`src/rtl/fetch_ctrl.sv`:
```
// fetch_ctrl: instruction-fetch sequencer for the RV32 core.
// Owns the PC, issues in-order fetches to instruction memory, tracks
// in-flight fetches in a DEPTH-entry in-order buffer tagged with an epoch
// bit, and presents completed instructions to decode.
// Optional feature macro: FETCH_MISALIGN_TRAP_EN (misaligned redirect
// targets trap to TRAP_VEC and pulse misalign_err).
//
// Handshake: a request transfers on a cycle where imem_req_valid &&
// imem_req_ready; once raised, valid and addr hold until accepted unless a
// redirect, trap or halt withdraws the request. Responses arrive in order,
// one per imem_rsp_valid cycle. Decode takes an instruction on a cycle where
// if_valid && !stall.
module fetch_ctrl #(
    parameter logic [31:0] RESET_PC = 32'h0000_0000,
    parameter logic [31:0] TRAP_VEC = 32'h0000_0100,
    parameter int          DEPTH    = 2
) (
    input  logic        clk,
    input  logic        reset,
    input  logic        stall,
    input  logic        halt_req,
    input  logic        redirect_valid,
    input  logic [31:0] redirect_pc,
    input  logic        trap_valid,
    output logic        imem_req_valid,
    input  logic        imem_req_ready,
    output logic [31:0] imem_req_addr,
    input  logic        imem_rsp_valid,
    input  logic [31:0] imem_rsp_data,
    output logic        if_valid,
    output logic [31:0] if_pc,
    output logic [31:0] if_instr,
    output logic        halted,
`ifdef FETCH_MISALIGN_TRAP_EN
    output logic        misalign_err,
`endif
    output logic [1:0]  dbg_state
);

    localparam int AW = (DEPTH > 1) ? $clog2(DEPTH) : 1;
    localparam int CW = AW + 1;

    typedef enum logic [1:0] {
        S_BOOT   = 2'd0,
        S_RUN    = 2'd1,
        S_DRAIN  = 2'd2,
        S_HALTED = 2'd3
    } state_t;

    state_t state, state_nxt;

    logic [31:0]   pc;
    logic          epoch;

    // In-flight buffer: allocated at tail on accept, filled in order at
    // fill_ptr on response, retired from head.
    logic [31:0]   ent_pc    [DEPTH];
    logic [31:0]   ent_instr [DEPTH];
    logic          ent_epoch [DEPTH];
    logic          ent_done  [DEPTH];
    logic [AW-1:0] head, tail, fill_ptr;
    logic [CW-1:0] cnt;   // allocated entries
    logic [CW-1:0] pend;  // allocated entries still awaiting a response

    logic          misalign;
    logic          flush;
    logic          take_trap;
    logic [31:0]   flush_pc;
    logic          free_slot;
    logic          accept;
    logic          fill;
    logic          head_done;
    logic          head_cur;
    logic          pop;

    // Redirect/trap decode: any flush toggles the epoch; trap wins over redirect.
    always_comb begin
        misalign  = 1'b0;
`ifdef FETCH_MISALIGN_TRAP_EN
        misalign  = redirect_valid && (redirect_pc[1:0] != 2'b00);
`endif
        flush     = redirect_valid || trap_valid;
        take_trap = trap_valid || misalign;
        flush_pc  = take_trap ? TRAP_VEC : {redirect_pc[31:2], 2'b00};
    end

`ifdef FETCH_MISALIGN_TRAP_EN
    assign misalign_err = !reset && misalign;
`endif

    // Request, fill and retirement qualifiers.
    always_comb begin
        free_slot      = (cnt != CW'(DEPTH));
        imem_req_valid = !reset && (state == S_RUN) && free_slot && !flush;
        imem_req_addr  = pc;
        accept         = imem_req_valid && imem_req_ready;
        fill           = !reset && imem_rsp_valid && (pend != '0);
        head_done      = (cnt != '0) && ent_done[head];
        head_cur       = (ent_epoch[head] == epoch);
        if_valid       = !reset && head_done && head_cur && !flush;
        if_pc          = ent_pc[head];
        if_instr       = ent_instr[head];
        // Stale heads leave silently even under stall; current ones need decode.
        pop            = !reset && head_done && (!head_cur || (if_valid && !stall));
        halted         = !reset && (state == S_HALTED);
        dbg_state      = state;
    end

    // FSM state register.
    always_ff @(posedge clk) begin
        if (reset) state <= S_BOOT;
        else       state <= state_nxt;
    end

    // FSM next-state: boot cycle, run, drain outstanding responses, halt.
    always_comb begin
        state_nxt = state;
        case (state)
            S_BOOT:   state_nxt = S_RUN;
            S_RUN:    if (halt_req) state_nxt = S_DRAIN;
            S_DRAIN: begin
                if (!halt_req)          state_nxt = S_RUN;
                else if (pend == '0)    state_nxt = S_HALTED;
            end
            S_HALTED: if (!halt_req) state_nxt = S_RUN;
            default:  state_nxt = S_BOOT;
        endcase
    end

    // PC, epoch, pointers and occupancy counters.
    always_ff @(posedge clk) begin
        if (reset) begin
            pc       <= RESET_PC;
            epoch    <= 1'b0;
            head     <= '0;
            tail     <= '0;
            fill_ptr <= '0;
            cnt      <= '0;
            pend     <= '0;
        end else begin
            if (flush) begin
                pc    <= flush_pc;
                epoch <= ~epoch;
            end else if (accept) begin
                pc    <= pc + 32'd4;
            end
            if (accept) tail     <= tail + AW'(1);
            if (fill)   fill_ptr <= fill_ptr + AW'(1);
            if (pop)    head     <= head + AW'(1);
            cnt  <= cnt  + CW'(accept) - CW'(pop);
            pend <= pend + CW'(accept) - CW'(fill);
        end
    end

    // Per-entry done flags: cleared on allocation, set by the in-order fill.
    always_ff @(posedge clk) begin
        if (reset) begin
            for (int i = 0; i < DEPTH; i++) ent_done[i] <= 1'b0;
        end else begin
            if (accept) ent_done[tail]     <= 1'b0;
            if (fill)   ent_done[fill_ptr] <= 1'b1;
        end
    end

    // Entry payload: address/epoch captured on accept, instruction on fill.
    always_ff @(posedge clk) begin
        if (accept) begin
            ent_pc[tail]    <= pc;
            ent_epoch[tail] <= epoch;
        end
        if (fill) ent_instr[fill_ptr] <= imem_rsp_data;
    end

endmodule

```
`config.mk`:
```
export PLATFORM = sky130hd
export DESIGN_NAME = fetch_ctrl
export DESIGN_NICKNAME = d
export VERILOG_FILES = /design/src/rtl/fetch_ctrl.sv
export SDC_FILE = /design/constraint.sdc
export NUM_CORES = 1
export LEC_CHECK = 0
export CORE_MARGIN = 4
export CORE_UTILIZATION = 35
export CTS_BUF_LIST = sky130_fd_sc_hd__clkbuf_4 sky130_fd_sc_hd__clkbuf_8
export CTS_CLUSTER_DIAMETER = 60
export DETAILED_ROUTE_END_ITERATION = 6
export PLACE_DENSITY = 0.6
export SETUP_SLACK_MARGIN = 0.1
export SLEW_MARGIN = 30
export SYNTH_ARGS = -nofsm -noshare
export SYNTH_HDL_FRONTEND = slang
export SYNTH_SLANG_ARGS = --single-unit
export TNS_END_PERCENT = 20
```
`constraint.sdc`:
```
create_clock -name clk -period 9.05 [get_ports clk]
set_input_delay 2.2625 -clock clk [delete_from_list [all_inputs] [get_ports clk]]
set_output_delay 2.2625 -clock clk [all_outputs]
set_load 0.03 [all_outputs]
```
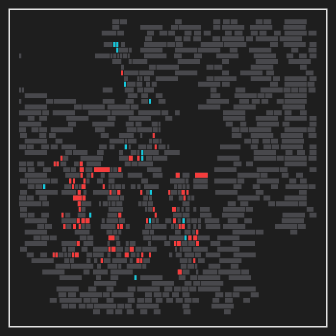
**Above:** run 1 (logic cells by family).
legend:
  inv cells:
    color: cyan
    cells: 15
    most_used: inv_1
  nand cells:
    color: red
    cells: 74
    most_used: nand2_1

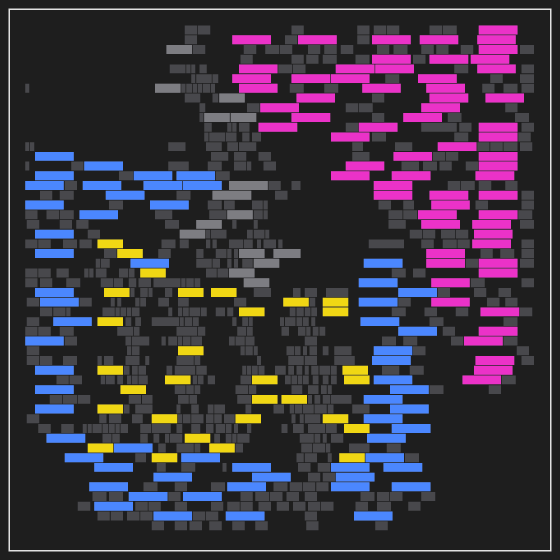
**Above:** run 1 (where the registers sit).
legend:
  imem_req_addr:
    color: yellow
    flops: 30
  ent_instr:
    color: magenta
    flops: 64
  ent_pc:
    color: blue
    flops: 60
not colored: 15
P_seq: 848 uW
Layout Utilization: 0.4760
flop share of the area: 0.4839
Seq. cell area: 0.004646 sq mm

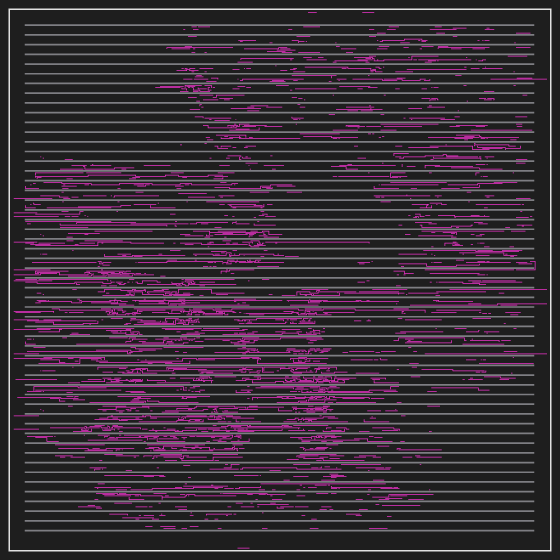
**Above:** run 1 (met1 routing).
Supply wires on this layer in gray.
longest straight run: 41.9 um
nets with wire on the layer: 696
wire length on this layer: 7310 um
main direction: horizontal
share of all routed wire: 40%
grt met1 use: 0.1975
Routed WL: 18190 um
routed vias: 4959

run 1: logic make-up (layout without fill, tap and decap cells):
kind of cell    Yosys count  in the layout  synth area share
flops                   169            169            0.6478
simple gates            145            145            0.1089
compound gates           79             79           0.07470
mux                      73             73            0.1129
buf+inv                  40            220           0.02408
xor+xnor                 14             14           0.01710
fa+ha+maj                 8              8           0.01396
other cells               1              4         0.0005231
run 1: metal layers:
layer	vias up	global-route usage	part of all wire
met1	2402	0.1975	0.40
met2	197	0.2657	0.50
met3	17	0.05566	0.085
li1	2341	-	-
met4	2	0.05394	0.012
met5	-	0	0.00071
run 1: flip-flops by register name, indices dropped and copies added (netlist names), named ones only:
| name | cells |
|---|---|
| head | 1 |
| dbg_state | 2 |
| pend | 2 |
| ent_instr | 64 |
| imem_req_addr | 30 |
| epoch | 1 |
| tail | 1 |
| fill_ptr | 1 |
| ent_done | 2 |
| cnt | 2 |
| ent_pc | 60 |
| ent_epoch | 2 |
run 1: cells in the mapped netlist, drive strengths merged (8+ instances only):
library cell  count  area share
mux2i            10       0.014
a21oi            22       0.015
nor2             28       0.016
dfxtp            43        0.12
mux2             63       0.099
clkbuf           14      0.0073
nand2            39       0.020
buf              11      0.0089
o21ai            13      0.0091
nand3            19       0.015
nor3             13      0.0098
inv              15      0.0079
ha                8       0.014
nand4            13       0.014
nor2b             8      0.0070
xnor2             9       0.011
edfxtp          126        0.53
run 1: worst paths after layout:
kind,slack (ps),start,end,cells after the start
setup reg to reg,6160,dbg_state[0]$_SDFFE_PP0P_,ent_pc[1][11]$_DFFE_PP_,5
hold / removal,480,ent_done[0]$_DFF_P_,ent_done[0]$_DFF_P_,2
setup / recovery,2470,redirect_valid,imem_req_valid,6
hold reg to reg,480,ent_done[0]$_DFF_P_,ent_done[0]$_DFF_P_,2
run 1: stage by stage:
stage / std cells / area [sq um] / setup WS [ps] / hold slack (ps)
global route: 982 / 9600 / 2390 / 516.3
floorplan: 532 / 7181 / 3637 / 440.0
detailed placement: 948 / 9117 / 2498 / 472.6
CTS: 980 / 9543 / 2493 / 487.4
finish: 982 / 9600 / 2466 / 483.1
global placement: 948 / 9117 / 2526 / 446.3
run 1: layout make-up:
cell class,instances,area [sq um]
Clock inverter,15,191.4
Multi-Input combinational cell,323,2381
Tap cell,270,337.8
Inverter,15,56.30
Clock buffer,17,234.0
Sequential cell,169,4646
Fill cell,1792,10570
Timing Repair Buffer,173,1754
run 1: power by group through the flow:
| stage | Sequential [mW] | Clock (mW) | Combinational, mW |
|---|---|---|---|
| after floorplan | 0.871 | 0 | 0.0408 |
| after global placement | 0.865 | 0 | 0.103 |
| after detailed placement | 0.866 | 0 | 0.105 |
| after CTS | 0.848 | 0.571 | 0.106 |
| after global routing | 0.850 | 0.611 | 0.114 |
| final | 0.848 | 0.554 | 0.107 |
run 1: worst max-delay path: stages:
cell,delay (ps)
clkdlybuf4s50_1,400
buf_4,260
nor2_4,290
nand2_1,190
nor2_1,190
clkdlybuf4s50_1,700
==> reports/metrics.csv, run 1 <==
metric;value;unit
status;completed;
rows;52;
die_area;0.02284;sq mm
yosysWarnings;0;
grt_pass1_vias;5195;
firstDrtPassIters;5;
finalNetCount;779;
postCtsResizedCells;0;
p_comb_frac;0.071;
fmax;151.9;MHz
clock.latency.late_pin;460;ps
postCtsSetupBuffers;0;
pwr-share-seq;0.562;
period_minus_slack;6584;ps
drc;0;
die_x;151.1;um
clock_path_buffers;2;
yosys_cells;529;
ys_ff;169;
slew_violations;0;
syn_inst;529;
yosys_area;0.007169;sq mm
lay_top_cells;166 x clkdlybuf4s50_1, 126 x edfxtp_1, 63 x mux2_2;
ctsHtreeMaxLevel;4;
fin_worst_skew;17.91;ps
cp-end-kind;output port;
antenna_found_initial;1;
portBuffers;166;
cts_buffers;17;
slew_headroom;0.3533;
syn-cell-area;0.007169;sq mm
ctsHoldBuffers;0;
hold_path_class;register to register;
hold_viol;0;
post-route-period-util;0.7276;
layout_top_cell;clkdlybuf4s50_1;
postSynthAreaPerCell;13.55;sq um
grt_overflow;0;
ios;173;
critPathMaxFanout;37;
synth-edff-count;126;
dp_hpwl;12530;um
antenna_cells;0;
p_int;1.107;mW
fp_util;0.3555;
viasPerCell;5.050;
setup_viol;0;
ys_async_sr_fraction;0;
cts_tree;yes;
grt_pass1_wl;28110;um
core_area;0.02017;sq mm
die_h;151.1;um
flop_cell;edfxtp_1;
cap_violations;0;
area_growth_syn_to_layout;33.91;%
yosys.stat.seqShare;0.6478;
clock_sinks;169;
worst_pin_slew;966.5;ps
switchingPower;401.8;uW
cp-start-kind;input port;
p_total;1.509;mW
root_buffer;clkbuf_8;
power_density;157.1;mW/mm^2
drt_iter0_markers;419;
clk_pin_slew;100;ps
ant_nets;0;
p_clk_frac;0.367;
ys_types;61;
avgRoutedWirePerCell;18.52;um
p_sw_frac;0.2663;
criticalPathCategory;input port to output port;
ir_drop;0.08651;mV
post_route_cells_drive_above_1_share;0.1671;
required;6790;ps
leakage;3.164;nW
critPathArrivalTime;4320;ps
place_congestion;0.8316;
==> run 2, diff against run 1 <==
clock period = 6.9 ns   (was 9.05 ns; I/O delays follow)
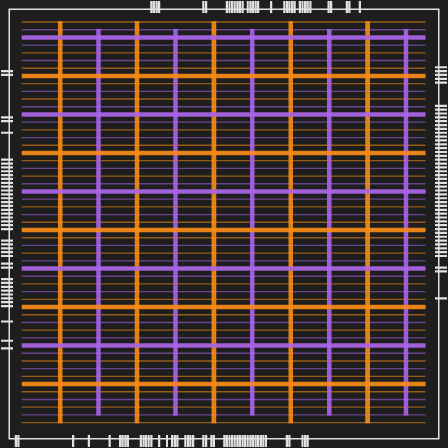
**Above:** run 2 (floorplan with the power grid).
Pins as bars on the die edge.
legend:
  VSS:
    color: orange
  VDD:
    color: purple
met4 straps: 10
signal pins: 173
met5 straps: 10
met1 rails: 53
Die Wd: 151.1 um
worst vdd ir: 0.1341 mV
die height: 151.1 um

==> reports/metrics.csv, run 2 <==
metric;value;unit;change
dpl_cell_area;0.009117;sq mm;unchanged
antenna_cells;0;;unchanged
synth.largest_area_cell;edfxtp_1;;
p_total;1.974;mW;+31%
wl;18050;um;-0.74%
postCtsSetupBuffers;0;;unchanged
ys_types;61;;unchanged
antenna_found_initial;0;;-1
flop_cell;edfxtp_1;;
setup_viol;0;;unchanged
post-route-period-util;0.7982;;
synth-edff-count;126;;unchanged
finalNetCount;779;;unchanged
cp-startpoint;reset;;
power_density;206.0;mW/mm^2;+31%
post_route_cells_drive_above_1_share;0.1671;;unchanged
clock.latency.late_pin;460;ps;about the same
criticalPathCategory;input port to output port;;
fp_util;0.3555;;unchanged
worstHoldStart;ent_done[0]$_DFF_P_;;
slew_headroom;0.4470;;+0.09373
die_area;0.02284;sq mm;unchanged
r2r_setup_slack;3970;ps;-2190 ps
top_cells_by_count;126 x edfxtp_1, 63 x mux2_2, 43 x dfxtp_1, 39 x nand2_1, 27 x nor2_1;;
grt_setup_unrepaired;false;;
warning_count;30;;
ant_nets;0;;unchanged
grt_pass1_vias;5116;;-1.5%
required;5180;ps;-1610 ps
yosys_area;0.007169;sq mm;unchanged
slew_violations;0;;unchanged
hold_viol;0;;unchanged
hold_path_class;register to register;;
place_congestion;0.8260;;-0.67%
avgRoutedWirePerCell;18.38;um;-0.74%
status;completed;;
grt_max_degree;38;;
syn-cell-area;0.007169;sq mm;unchanged
drt_iter0_markers;365;;-13%
postCtsResizedCells;0;;unchanged
grt_overflow;0;;unchanged
period_minus_slack;5507;ps;
lay_top_cells;166 x clkdlybuf4s50_1, 126 x edfxtp_1, 63 x mux2_2;;
worst_pin_slew;826.4;ps;-140.1 ps
ctsHoldBuffers;0;;unchanged
finalSetupTns;0;ps;
critPathMaxFanout;12;;-68%
ys_async_sr_fraction;0;;unchanged
whs;479.0;ps;-4.105 ps
dp_hpwl;12560;um;+0.19%
layout_top_cell;clkdlybuf4s50_1;;
clk_pin_slew;90;ps;about the same
viasPerCell;5.094;;+0.87%
critPathArrivalTime;3780;ps;-540 ps
yosys_cells;529;;unchanged
cts_buffers;17;;unchanged
clock_path_buffers;2;;unchanged
ys_ff;169;;unchanged
post-route-util;0.4752;;-0.0008070
top_register;ent_instr;;
grt_usage;0.1581;;
yosys.stat.seqShare;0.6478;;unchanged
synthTopCellsByArea;edfxtp_1 53%, dfxtp_1 12%, mux2_2 9.9%;;
rr_startpoint;dbg_state[0]$_SDFFE_PP0P_;;
syn_inst;529;;unchanged
yosysWarnings;0;;unchanged
largest_reg_flops;64;;unchanged
core_area;0.02017;sq mm;unchanged
rows;52;;unchanged
endpoint;imem_req_valid;;
area_growth_syn_to_layout;33.68;%;
cts_tree;yes;;
finalInstanceArea;0.009584;sq mm;-0.17%
cap_violations;0;;unchanged
cp-start-kind;input port;;
clock_sinks;169;;unchanged
fin_worst_skew;14.03;ps;-3.881 ps
num_vias;5002;;+0.87%
cp-end-kind;output port;;
drc;0;;unchanged
leakage;3.153;nW;-0.35%
root_buffer;clkbuf_8;;
ctsHtreeMaxLevel;4;;unchanged
yosys.area.top_type_share;0.5277;;unchanged
r2r_cells;5;;unchanged
grt_pass1_wl;27700;um;-1.5%
postSynthAreaPerCell;13.55;sq um;unchanged
portBuffers;166;;unchanged
rr_endpoint;ent_pc[1][6]$_DFFE_PP_;;
ios;173;;unchanged
most_common_cell;edfxtp_1;;
firstDrtPassIters;6;;+1
fmax;181.6;MHz;
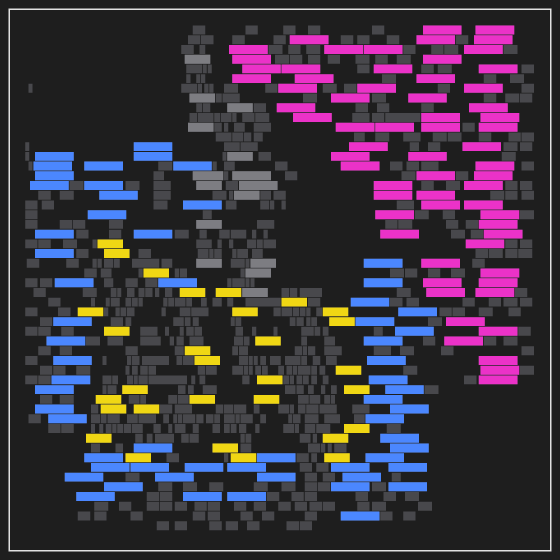
**Above:** run 2 (where the registers sit).
legend:
  ent_instr:
    color: magenta
    flops: 64
  imem_req_addr:
    color: yellow
    flops: 30
  ent_pc:
    color: blue
    flops: 60
not colored: 15

## run 2: netlist changes by cell type in the layout (fill, tap and decap cells not counted), sizes merged
cell / previous run / this run
bufinv: 0 / 1
clkinv: 6 / 2
clkinvlp: 0 / 2
inv: 24 / 25
## run 2: area by class of cell
cell class                 count  area [sq um]
sequential                   169          4648
fill                        1790         10590
inverter                      15         56.30
timing repair buffer         173          1754
clock buffer                  17         234.0
clock inverter                15         172.7
multi-input combinational    323          2381
tap                          270         337.8
## run 2: kinds of logic (layout without fill, tap and decap cells)
family	Yosys count	count (layout)	share of synthesized area
adder cells (fa/ha/maj)	8	8	0.01396
XOR/XNOR	14	14	0.01710
flip-flops	169	169	0.6478
buffers and inverters	40	220	0.02408
other	1	4	0.0005231
AND-OR/OR-AND	79	79	0.07470
AND/OR/NAND/NOR	145	145	0.1089
multiplexers	73	73	0.1129
## run 2: power breakdown
part / internal, mW / switching, mW
Combinational: 0.0692 / 0.0715
Clock: 0.307 / 0.414
Sequential: 1.10 / 0.0148
Total: 1.47 / 0.501
## run 2: how the worst min path moves through the flow
stage	cells after the start	slack, ps	end
CTS	2	490	ent_done[0]$_DFF_P_
detailed placement	2	470	ent_done[0]$_DFF_P_
global route	2	500	ent_done[0]$_DFF_P_
floorplan	2	440	ent_done[0]$_DFF_P_
global placement	2	450	ent_done[0]$_DFF_P_
finish	2	480	ent_done[0]$_DFF_P_
## run 2: per-layer routing
| layer | GRT usage | wire [um] | vias up |
|---|---|---|---|
| met5 | 0 | 0 | - |
| met3 | 0.04458 | 1306 | 24 |
| li1 | - | - | 2330 |
| met2 | 0.2684 | 8805 | 200 |
| met1 | 0.1984 | 7707 | 2448 |
| met4 | 0.04306 | 233 | 0 |
## run 2: worst max-delay path, stage by stage
cell	delay (ps)
clkdlybuf4s50_1	690
inv_1	330
nand2_1	180
nor2_1	160
clkdlybuf4s50_1	690
## run 2: through the flow
stage	setup WS, ps	std cells
floorplan	2476	532
global placement	1351	948
detailed placement	1349	948
CTS	1354	980
global route	1224	982
finish	1393	982
==> run 3, diff against run 2 <==
PLACE_DENSITY = 0.62   (was 0.6)
clock period = 4.7 ns   (was 6.9 ns; I/O delays follow)
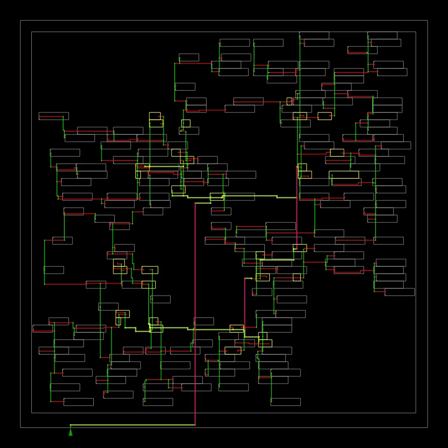
**Above:** run 3 (the clock network).
clk latency late pin: 450 ps
Sink Count: 169

==> reports/metrics.csv, run 3 <==
metric;value;unit;change
yosys.area.top_type_share;0.5277;;unchanged
post-route-period-util;0.8328;;
num_vias;5029;;+0.54%
viasPerCell;5.085;;-0.17%
dp_slack;713.5;ps;-635.6 ps
cts_buffers;17;;unchanged
die_area;0.02284;sq mm;unchanged
dp_hpwl;12700;um;+1.2%
clk_pin_slew;90;ps;about the same
cp-start-kind;input port;;
slowest_delay;590;ps;-100 ps
ant_nets;0;;unchanged
period_minus_slack;3914;ps;
top_register;ent_instr;;
cts_tree;yes;;
post_route_cells_drive_above_1_share;0.1732;;+0.006050
grt_usage;0.1592;;+0.001140
ctsHtreeMaxLevel;4;;unchanged
grt_max_degree;53;;+39%
avgRoutedWirePerCell;18.29;um;-0.54%
most_common_cell;edfxtp_1;;
critPathArrivalTime;2740;ps;-1040 ps
yosys_area;0.007169;sq mm;unchanged
critPathSlowestCell;clkdlybuf4s50_1;;
p_total;2.853;mW;+45%
wl;18080;um;+0.17%
fp_util;0.3555;;unchanged
die_x;151.1;um;unchanged
portBuffers;166;;unchanged
cap_violations;0;;unchanged
timing.final.ws_setup;785.7;ps;-607.1 ps
cp_cell_sequence;clkdlybuf4s50_1 > buf_4 > inv_1 > nand2_1 > nor2_1 > buf_4;;
cp-end-kind;output port;;
syn-cell-area;0.007169;sq mm;unchanged
drc;0;;unchanged
finalNetCount;783;;+0.51%
warning_count;30;;unchanged
path_buffers;4;;+1
status;completed;;
slew_violations;0;;unchanged
ys_ff;169;;unchanged
synth-edff-count;126;;unchanged
die_h;151.1;um;unchanged
criticalPathCategory;input port to output port;;
rows;52;;unchanged
antenna_found_initial;3;;+3
core_area;0.02017;sq mm;unchanged
fin_worst_skew;17.00;ps;+2.971 ps
grt_overflow;0;;unchanged
ir_drop;0.1644;mV;+23%
power_density;297.7;mW/mm^2;+45%
fmax;255.5;MHz;
yosysWarnings;0;;unchanged
postSynthAreaPerCell;13.55;sq um;unchanged
ys_async_sr_fraction;0;;unchanged
hold_path_class;register to register;;
flop_cell;edfxtp_1;;
grt_pass1_vias;5113;;-0.059%
ys_types;61;;unchanged
cpLargestDelayFamily;buffers and inverters;;
place_congestion;0.8361;;+1.2%
root_buffer;clkbuf_8;;
area_growth_syn_to_layout;33.68;%;unchanged
cpMostUsedCell;buf_4;;
clock_path_buffers;2;;unchanged
required;3520;ps;-1660 ps
ctsHoldBuffers;0;;unchanged
largest_reg_flops;64;;unchanged
firstDrtPassIters;4;;-2
finalSetupTns;0;ps;unchanged
layout_top_cell;clkdlybuf4s50_1;;
leakage;3.169;nW;+0.50%
hold_viol;0;;unchanged
ios;173;;unchanged
syn_inst;529;;unchanged
postCtsSetupBuffers;0;;unchanged
worst_pin_slew;878.9;ps;+52.53 ps
synth.largest_area_cell;edfxtp_1;;
slew_headroom;0.4119;;-0.03515
postCtsResizedCells;0;;unchanged
yosys_cells;529;;unchanged
drt_iter0_markers;269;;-26%
yosys.stat.seqShare;0.6478;;unchanged
critPathMaxFanout;9;;-3
setup_viol;0;;unchanged
lay_top_cells;164 x clkdlybuf4s50_1, 126 x edfxtp_1, 63 x mux2_2;;
synthTopCellsByArea;edfxtp_1 53%, dfxtp_1 12%, mux2_2 9.9%;;
top_cells_by_count;126 x edfxtp_1, 63 x mux2_2, 43 x dfxtp_1, 39 x nand2_1, 27 x nor2_1;;
grt_pass1_wl;27730;um;+0.13%
grt_setup_unrepaired;false;;
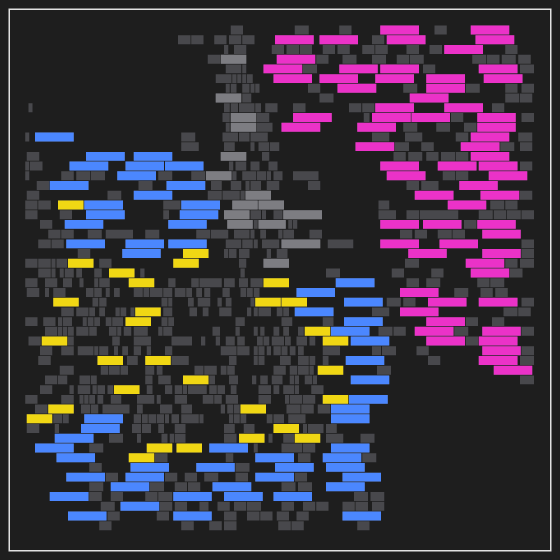
**Above:** run 3 (where the registers sit).
P_seq: 1.63 mW
flop share of the area: 0.4847
Layout Utilization: 0.4752

[run 3: netlist changes by cell type in the layout (fill, tap and decap cells not counted), sizes merged]
cell,previous run,this run
buf,7,13
inv,25,22
diode,0,3
clkinvlp,2,1
clkdlybuf4s50,166,164
clkinv,2,6
[run 3: cell type report]
cell class	instances	area (sq um)
multi-input combinational	323	2379
sequential	169	4646
inverter	15	56.30
antenna	3	7.507
clock buffer	17	234.0
clock inverter	15	160.2
timing repair buffer	177	1764
tap	270	337.8
fill	1801	10590
[run 3: where the power goes]
group	total [mW]	internal, mW	switching [mW]
clock	1.01	0.441	0.574
sequential	1.63	1.61	0.0214
combinational	0.206	0.102	0.104
total	2.85	2.15	0.700
[run 3: worst min-delay path, stage by stage (launching register included)]
cell and delay, ps:
dfxtp_1 330, nand2_1 70, o21bai_1 60
[run 3: per-stage QoR]
stage | cells | utilization | hold slack, ps | area (sq um)
2_1_floorplan | 532 | - | 440.0 | 7181
3_3_place_gp | 954 | 0.4553 | 450.3 | 9183
3_5_place_dp | 954 | 0.4553 | 480.9 | 9183
4_1_cts | 986 | 0.4748 | 494.6 | 9577
5_1_grt | 989 | 0.4752 | 522.1 | 9584
6_report | 989 | 0.4752 | 496.4 | 9584
[run 3: path summary, 6_finish.rpt]
path              cells after the start  slack, ps                           from                        endpoint
setup reg to reg                      6       2310  imem_req_addr[2]$_SDFFE_PP0P_  imem_req_addr[26]$_SDFFE_PP0P_
hold reg to reg                       2        500            ent_done[0]$_DFF_P_             ent_done[0]$_DFF_P_
hold / removal                        2        500            ent_done[0]$_DFF_P_             ent_done[0]$_DFF_P_
setup / recovery                      6        790                          reset                  imem_req_valid
[run 3: routing by layer]
layer	up-vias	track usage	wire length, um
met2	211	0.2621	8888
met4	0	0.07208	497
li1	2347	-	-
met5	-	0	0
met1	2442	0.1961	7336
met3	29	0.04279	1361
[run 3: cells by family (layout without fill, tap and decap cells)]
logic type	after synthesis	in the layout	synth area share
other	1	7	0.0005231
buffers and inverters	40	224	0.02408
flip-flops	169	169	0.6478
AND/OR/NAND/NOR	145	145	0.1089
adder cells (fa/ha/maj)	8	8	0.01396
XOR/XNOR	14	14	0.01710
multiplexers	73	73	0.1129
AND-OR/OR-AND	79	79	0.07470
Power and IR drop assume default switching activity.
